--- src/rtl/debounce_pkg.sv ---
// -----------------------------------------------------------------------------
// debounce_pkg
// Shared definitions for the dual switch debouncer:
//   - db_state_t            : 2-bit debounce FSM state encoding
//   - DEFAULT_STABLE_CYCLES : default acceptance window (10 ms at 100 MHz)
// -----------------------------------------------------------------------------
package debounce_pkg;

  // Debounce FSM states. The steady states carry the accepted level, the WAIT
  // states qualify a candidate opposite level.
  typedef enum logic [1:0] {
    ST_LO   = 2'd0,
    WAIT_HI = 2'd1,
    ST_HI   = 2'd2,
    WAIT_LO = 2'd3
  } db_state_t;

  // Consecutive synchronised cycles a new level must hold to be accepted.
  localparam int unsigned DEFAULT_STABLE_CYCLES = 32'd1_000_000;

endpackage : debounce_pkg

--- src/rtl/debounce_channel.sv ---
// -----------------------------------------------------------------------------
// debounce_channel
// One independent debounce channel: two-flop synchroniser, four-state
// debounce FSM with qualification counter, registered clean level and
// registered single-cycle edge pulses.
//
// Parameters:
//   STABLE_CYCLES : synchronised cycles a new level must hold (2 .. 2^24)
//   CNT_W         : counter width, derived from STABLE_CYCLES
// Ports:
//   clk  in  system clock, rising edge
//   rst  in  asynchronous active-high reset
//   raw  in  raw switch level, asynchronous to clk
//   db   out debounced level (1 in ST_HI and WAIT_LO)
//   rise out one-cycle pulse on the cycle db first reads 1
//   fall out one-cycle pulse on the cycle db first reads 0
// -----------------------------------------------------------------------------
module debounce_channel
  import debounce_pkg::*;
#(
  parameter int unsigned STABLE_CYCLES = DEFAULT_STABLE_CYCLES,
  parameter int          CNT_W         = $clog2(STABLE_CYCLES)
) (
  input  logic clk,
  input  logic rst,
  input  logic raw,
  output logic db,
  output logic rise,
  output logic fall
);

  // Terminal count: the candidate level has then been seen STABLE_CYCLES+1
  // times (one sample in the steady state plus STABLE_CYCLES in the WAIT).
  localparam logic [CNT_W-1:0] CNT_LAST = CNT_W'(STABLE_CYCLES - 32'd1);
  localparam logic [CNT_W-1:0] CNT_ONE  = CNT_W'(32'd1);

  logic             s1_r;
  logic             s_r;
  db_state_t        state_r;
  db_state_t        state_s;
  logic [CNT_W-1:0] cnt_r;
  logic [CNT_W-1:0] cnt_s;
  logic             db_r;
  logic             db_s;
  logic             rise_r;
  logic             rise_s;
  logic             fall_r;
  logic             fall_s;

  // Next-state, counter and output decode for the debounce FSM.
  always_comb begin
    state_s = state_r;
    cnt_s   = cnt_r;
    case (state_r)
      ST_LO: begin
        if (s_r) begin
          state_s = WAIT_HI;
          cnt_s   = '0;
        end else begin
          state_s = ST_LO;
        end
      end
      WAIT_HI: begin
        // Terminal compare comes before the increment, so cnt never wraps.
        if (!s_r) begin
          state_s = ST_LO;
          cnt_s   = '0;
        end else if (cnt_r == CNT_LAST) begin
          state_s = ST_HI;
        end else begin
          cnt_s   = cnt_r + CNT_ONE;
        end
      end
      ST_HI: begin
        if (!s_r) begin
          state_s = WAIT_LO;
          cnt_s   = '0;
        end else begin
          state_s = ST_HI;
        end
      end
      WAIT_LO: begin
        if (s_r) begin
          state_s = ST_HI;
          cnt_s   = '0;
        end else if (cnt_r == CNT_LAST) begin
          state_s = ST_LO;
        end else begin
          cnt_s   = cnt_r + CNT_ONE;
        end
      end
      default: begin
        state_s = ST_LO;
        cnt_s   = '0;
      end
    endcase

    // db follows the state about to be entered, so the registered copy never
    // moves while the FSM sits in a WAIT state.
    db_s   = (state_s == ST_HI) || (state_s == WAIT_LO);
    rise_s = (state_r == WAIT_HI) && (state_s == ST_HI);
    fall_s = (state_r == WAIT_LO) && (state_s == ST_LO);
  end

  // Synchroniser, FSM state, counter and registered outputs.
  always_ff @(posedge clk or posedge rst) begin
    if (rst) begin
      s1_r    <= 1'b0;
      s_r     <= 1'b0;
      state_r <= ST_LO;
      cnt_r   <= '0;
      db_r    <= 1'b0;
      rise_r  <= 1'b0;
      fall_r  <= 1'b0;
    end else begin
      s1_r    <= raw;
      s_r     <= s1_r;
      state_r <= state_s;
      cnt_r   <= cnt_s;
      db_r    <= db_s;
      rise_r  <= rise_s;
      fall_r  <= fall_s;
    end
  end

  assign db   = db_r;
  assign rise = rise_r;
  assign fall = fall_r;

endmodule : debounce_channel

--- src/rtl/dual_switch_debouncer.sv ---
// -----------------------------------------------------------------------------
// dual_switch_debouncer
// Conditions two raw switch levels into clean, clock-synchronous levels for
// the downstream logic (db1 -> in1, db2 -> in2) plus edge pulses. The two
// channels are identical and independent; this level only wires them up.
//
// Parameters:
//   STABLE_CYCLES : synchronised cycles a new level must hold (2 .. 2^24)
//   CNT_W         : counter width, derived; do not override
// Ports:
//   clk           in  system clock, rising edge
//   rst           in  asynchronous active-high reset
//   raw1, raw2    in  raw switch levels, asynchronous to clk
//   db1, db2      out debounced levels
//   rise1, fall1  out one-cycle pulses on db1 0->1 / 1->0
//   rise2, fall2  out one-cycle pulses on db2 0->1 / 1->0
// -----------------------------------------------------------------------------
module dual_switch_debouncer
  import debounce_pkg::*;
#(
  parameter int unsigned STABLE_CYCLES = DEFAULT_STABLE_CYCLES,
  parameter int          CNT_W         = $clog2(STABLE_CYCLES)
) (
  input  logic clk,
  input  logic rst,
  input  logic raw1,
  input  logic raw2,
  output logic db1,
  output logic db2,
  output logic rise1,
  output logic fall1,
  output logic rise2,
  output logic fall2
);

  debounce_channel #(
    .STABLE_CYCLES (STABLE_CYCLES),
    .CNT_W         (CNT_W)
  ) u_ch1 (
    .clk  (clk),
    .rst  (rst),
    .raw  (raw1),
    .db   (db1),
    .rise (rise1),
    .fall (fall1)
  );

  debounce_channel #(
    .STABLE_CYCLES (STABLE_CYCLES),
    .CNT_W         (CNT_W)
  ) u_ch2 (
    .clk  (clk),
    .rst  (rst),
    .raw  (raw2),
    .db   (db2),
    .rise (rise2),
    .fall (fall2)
  );

endmodule : dual_switch_debouncer

--- config.mk ---
export PLATFORM = sky130hd
export DESIGN_NAME = dual_switch_debouncer
export DESIGN_NICKNAME = d
export VERILOG_FILES = /design/src/rtl/debounce_pkg.sv /design/src/rtl/debounce_channel.sv /design/src/rtl/dual_switch_debouncer.sv
export SDC_FILE = /design/constraint.sdc
export NUM_CORES = 1
export LEC_CHECK = 0
export ABC_CLOCK_PERIOD_IN_PS = 2600
export CAP_MARGIN = 10
export CORE_MARGIN = 1
export CORE_UTILIZATION = 61
export CTS_CLUSTER_SIZE = 40
export DETAILED_ROUTE_END_ITERATION = 8
export GPL_ROUTABILITY_DRIVEN = 1
export PLACE_DENSITY = 0.86
export SLEW_MARGIN = 20
export SYNTH_ARGS = -nofsm -noshare
export SYNTH_HDL_FRONTEND = slang
export SYNTH_SLANG_ARGS = --single-unit
export TNS_END_PERCENT = 20
--- constraint.sdc ---
create_clock -name clk -period 2.6 [get_ports clk]
set_input_delay 0.52 -clock clk [delete_from_list [all_inputs] [get_ports clk]]
set_output_delay 0.52 -clock clk [all_outputs]
set_load 0.05 [all_outputs]
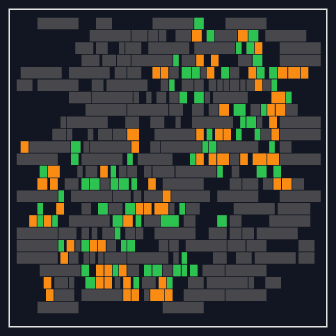
(images/logic_types.png)
- orange: aoi and oai cells (cells 63; most used o21ai_0; where spread over the die)
- green: nand cells (cells 68; most used nand2_1)

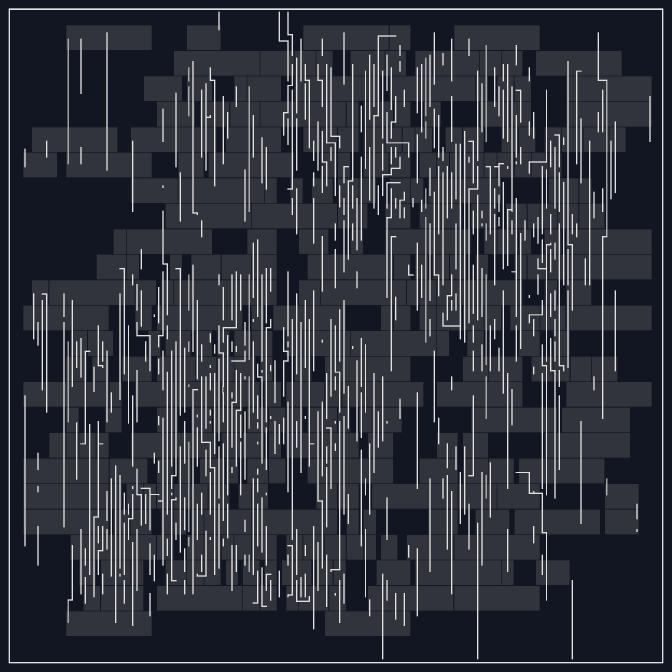
(images/layer_met2.png)
Cells faint in the background.
- share of all routed wire: 47%
- longest straight run: 23.5 um
- nets with wire on the layer: 256

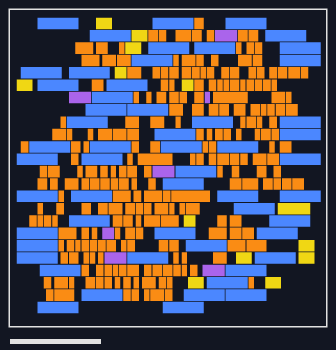
(images/placement_by_type.png)
Scale bar: 20 um.
- orange: combinational and other logic (cells 233; share of their area 47%)
- purple: clock drivers and dummy loads (cells 7; share of their area 2.7%)
- blue: sequential cells (cells 54; share of their area 45%)
- yellow: remaining buffers and delay cells (cells 13; share of their area 4.5%)

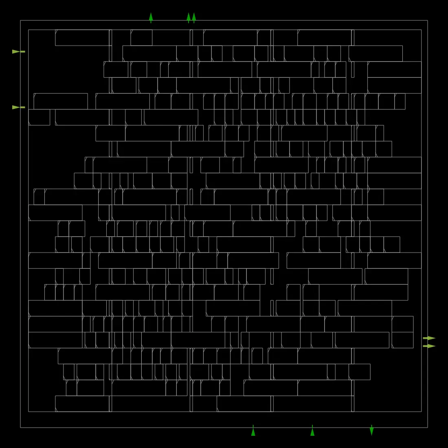
(images/placement.png)
seq_cells: 54
utilization after layout: 69.3%
core outline area: 4380 um^2

==> Table 3: Implementation characteristics <==
Physical implementation characteristics

Parameter                              Value

Worst hold path
  Worst hold stages    0
  Tightest Hold Check Type    reg2reg
  Worst Hold Path EP    u_ch2.s_r
  Start point of the worst hold path    u_ch2.s1_r

Final timing
  Final-report setup violation count    0
  Final Cycle Share    a little over 90%
  Measured slew at the worst slew-check pin    0.624 ns
  Count of pins over their slew limit    0
  Hold slack    ~0.36 ns
  Setup_tns    0 ns
  Worst Clk Skew    0.0106 ns
  Worst slew slack as a fraction of its limit    between 50% and 60%
  Fmax    416 MHz
  Post-layout minimum cycle time    ~2.4 ns
  Hold Vio Cnt, Final    0
  Unrepaired setup endpoints after global routing    false

Routing
  Vias    approximately 2300
  Vias/cell    6.50
  Post-DRT Antenna Nets    0
  Post-route DRC    0
  Pre-Repair DR Iteration Count    5
  Wire length per cell    16.1 um
  Total routed wirelength    5.79 mm
  DR iter-0 viols    approximately 230

Logic synthesis
  Count of library flops with an enable pin    0
  Syn. warnings    0
  Post-synthesis cell count from yosys    ~290
  Fraction of synthesized cell area taken by the top area cell type    ~48%
  Commonest register cell after synthesis    dfrtp_1
  Netlist area before placement    between 2000 and 3000 um^2
  Area contributors post-synth    dfrtp_1, o21ai_0, nand2_1
  Share of synthesized registers carrying an async set or reset    100%
  Gate count after technology mapping    slightly below 300
  Chip area line of the yosys report    approximately 2800 um^2
  Post-Synthesis Net Count    around 300
  Largest area contributor in the synthesized netlist    dfrtp_1
  Fraction of the yosys area taken by sequential cells    between 40 and 50%
  Library cells used by synthesis    45
  Mean instance size in the synthesized netlist    roughly 9.5 um^2
  Seq cells post-synth    between 50 and 60

Worst setup path
  Critical path capture point type    register
  Maximum fanout count along the critical path    8
  Largest incremental delay on the critical path    0.55 ns
  Worst Path Class, Setup    reg2reg
  Most Frequent Cell on Critical Path    or4_4
  Reg-to-reg critical path startpoint    u_ch2.cnt_r[7]
  Arrival @ worst endpoint    2.60 ns
  Worst setup SP type    register
  Number of cell instances on the worst register-to-register path    5
  Worst path slowest cell    or4_4
  Capture point of the worst reg-to-reg path    u_ch2.cnt_r[0]
  Register-to-Register Setup Slack    a little under 0.2 ns
  Worst-path cell chain    or4_4 > or4_4 > nor4_4 > nor2_1 > mux2_2
  Req. time, crit path    2.79 ns

Layout
  Inserted Diodes    0
  Final-layout fill cell count    329
  Commonest cells after routing, fill and taps aside    dfrtp_1, o21ai_0, nand2_1, nor2_1, nand3_1
  Signed area change from the synthesized netlist to the final layout    8.98%
  Fraction of final layout cells sized beyond drive strength 1    under 10%
  Dominant logic cell type in the layout    dfrtp_1
  Final nets    313

Global route
  Global-route track usage on met2    between 40% and 50%
  Met3 track demand over resource    between 5 and 6%
  Leftover overflow at the end of global routing    0
  Global-route layer with the greatest usage    met2
  Global routing usage on met1    35.5%
  First-pass GRT wire length    about 10 mm
  Maximum number of pins on one net before global-route repair    35
  Initial antenna violation count    0
  Global-route usage over all layers    between 20% and 30%
  Vias in the first global route    around 2200

Clock tree
  Hold buffer count at CTS    0
  Library cell used as clock root buffer    clkbuf_8
  TritonCTS clock tree    done
  H-tree level count    2
  Clock Tree Buf Depth    2
  Clock sink count    54
  Latency at later pin    0.31 ns
  Number of buffers created by CTS    5
  Count of cells resized by post-cts repair    0
  Clock transition at the registers of the reported paths    around 0.090 ns
  Setup Fix Bufs, Post-CTS    0

Floorplanning
  Die X    ~70 um
  Initial core utilization    around 64%
  # IOs    10
  Vert. Die Dim    69.6 um
  Total Die Area    between 4000 and 5000 um^2
  Num rows    24

Job
  Max Cap Viol    0
  Number of warnings the tools reported    26

Placed design
  Count of input and output buffers    9
  Placer's final routability congestion estimate    0.948
  HPWL after detailed placement    around 4.1 mm

Status
  Result of the run    finished clean

Power
  Standby leakage power    roughly 1.2 nW
  Cell Pwr Density    457 nW/um^2
  Worst IR drop on VDD    about 340 uV
worst max-delay path: cells and delay by family, from the launching register on:
| kind | cells | cell delay [ns] |
|---|---|---|
| muxes | 1 | 0.29 |
| DFF | 1 | 0.43 |
| and+or+nand+nor | 4 | 1.57 |
registers in the layout (all words and copies together) (netlist names), 2 cells and up:
name,flops
u_ch1.cnt_r,20
u_ch1.state_r,2
u_ch2.cnt_r,20
u_ch2.state_r,2
final cells by class:
type	instances	area [um^2]	area share, %
well taps	52	65.1	2.14
clock inverters	1	7.51	0.247
inverters	5	18.8	0.618
multi-input cells	228	1390	45.8
flip-flops and latches	54	1350	44.5
clock buffers	6	72.6	2.39
repair buffers	13	133	4.37
stage by stage:
stage	power, W	std cells	cell area [um^2]	util (%)	worst slack, ns
global route	0.00144	359	3040	69.3	0.126
CTS	0.00140	359	3040	69.3	0.209
detailed placement	0.000956	352	2960	67.5	0.229
finish	0.00139	359	3040	69.3	0.195
floorplan	0.000927	294	2790	-	0.373
global placement	0.000952	352	2960	67.5	0.315
routing by layer:
layer | vias up | part of all wire (%)
met1 | 1102 | 43
met2 | 96 | 47
met5 | - | 0
li1 | 1120 | -
met4 | 0 | 2.4
met3 | 17 | 7.4
how the worst max path moves through the flow:
stage | start | end | slack [ns]
final | u_ch2.cnt_r[7] | u_ch2.cnt_r[0] | 0.20
after global routing | u_ch2.cnt_r[8] | u_ch2.cnt_r[0] | 0.13
after CTS | u_ch2.cnt_r[7] | u_ch2.cnt_r[0] | 0.21
after detailed placement | u_ch2.cnt_r[8] | u_ch2.cnt_r[0] | 0.23
after global placement | u_ch2.cnt_r[7] | u_ch2.cnt_r[0] | 0.31
after floorplan | u_ch2.cnt_r[7] | u_ch2.db | 0.37
cells in the mapped netlist (2+ instances only):
library cell / n
xnor2_1: 10
mux2_1: 2
ha_1: 2
dfrtp_1: 54
or4_1: 3
o22ai_1: 2
and3_1: 4
nor4_4: 2
or3_1: 5
or4b_2: 2
o21ai_0: 32
nand4_1: 11
mux2_2: 3
a21o_1: 3
and4_1: 2
inv_1: 5
nand3_1: 19
o31ai_1: 4
a31oi_1: 6
xor2_1: 3
a21oi_1: 14
or4_4: 2
nor3b_1: 4
o311ai_0: 3
nor2_1: 20
clkbuf_1: 6
nor4_1: 6
nand2_1: 31
or2_2: 2
and2_1: 4
nor3_1: 11
nand2b_1: 4
cell families (layout without fill, tap and decap cells):
family	after synthesis	after routing	synth area share, %
muxes	5	5	2.02
xor gates and xnor gates	13	13	4.08
DFF	54	54	48.5
adders and majority gates	2	2	0.898
buffers and inverters	12	25	1.66
and+or+nand+nor	139	139	28.5
AOI/OAI and AO/OA	69	69	14.4
where the power goes:
group | switching [W] | internal [W] | leakage, nW
sequential | 0.0000131 | 0.000849 | 0.738
combinational | 0.0000511 | 0.0000256 | 0.442
clock | 0.000263 | 0.000185 | 0.0373
total | 0.000328 | 0.00106 | 1.22
Power figures rest on the tool's default switching activity, not on a simulated workload.
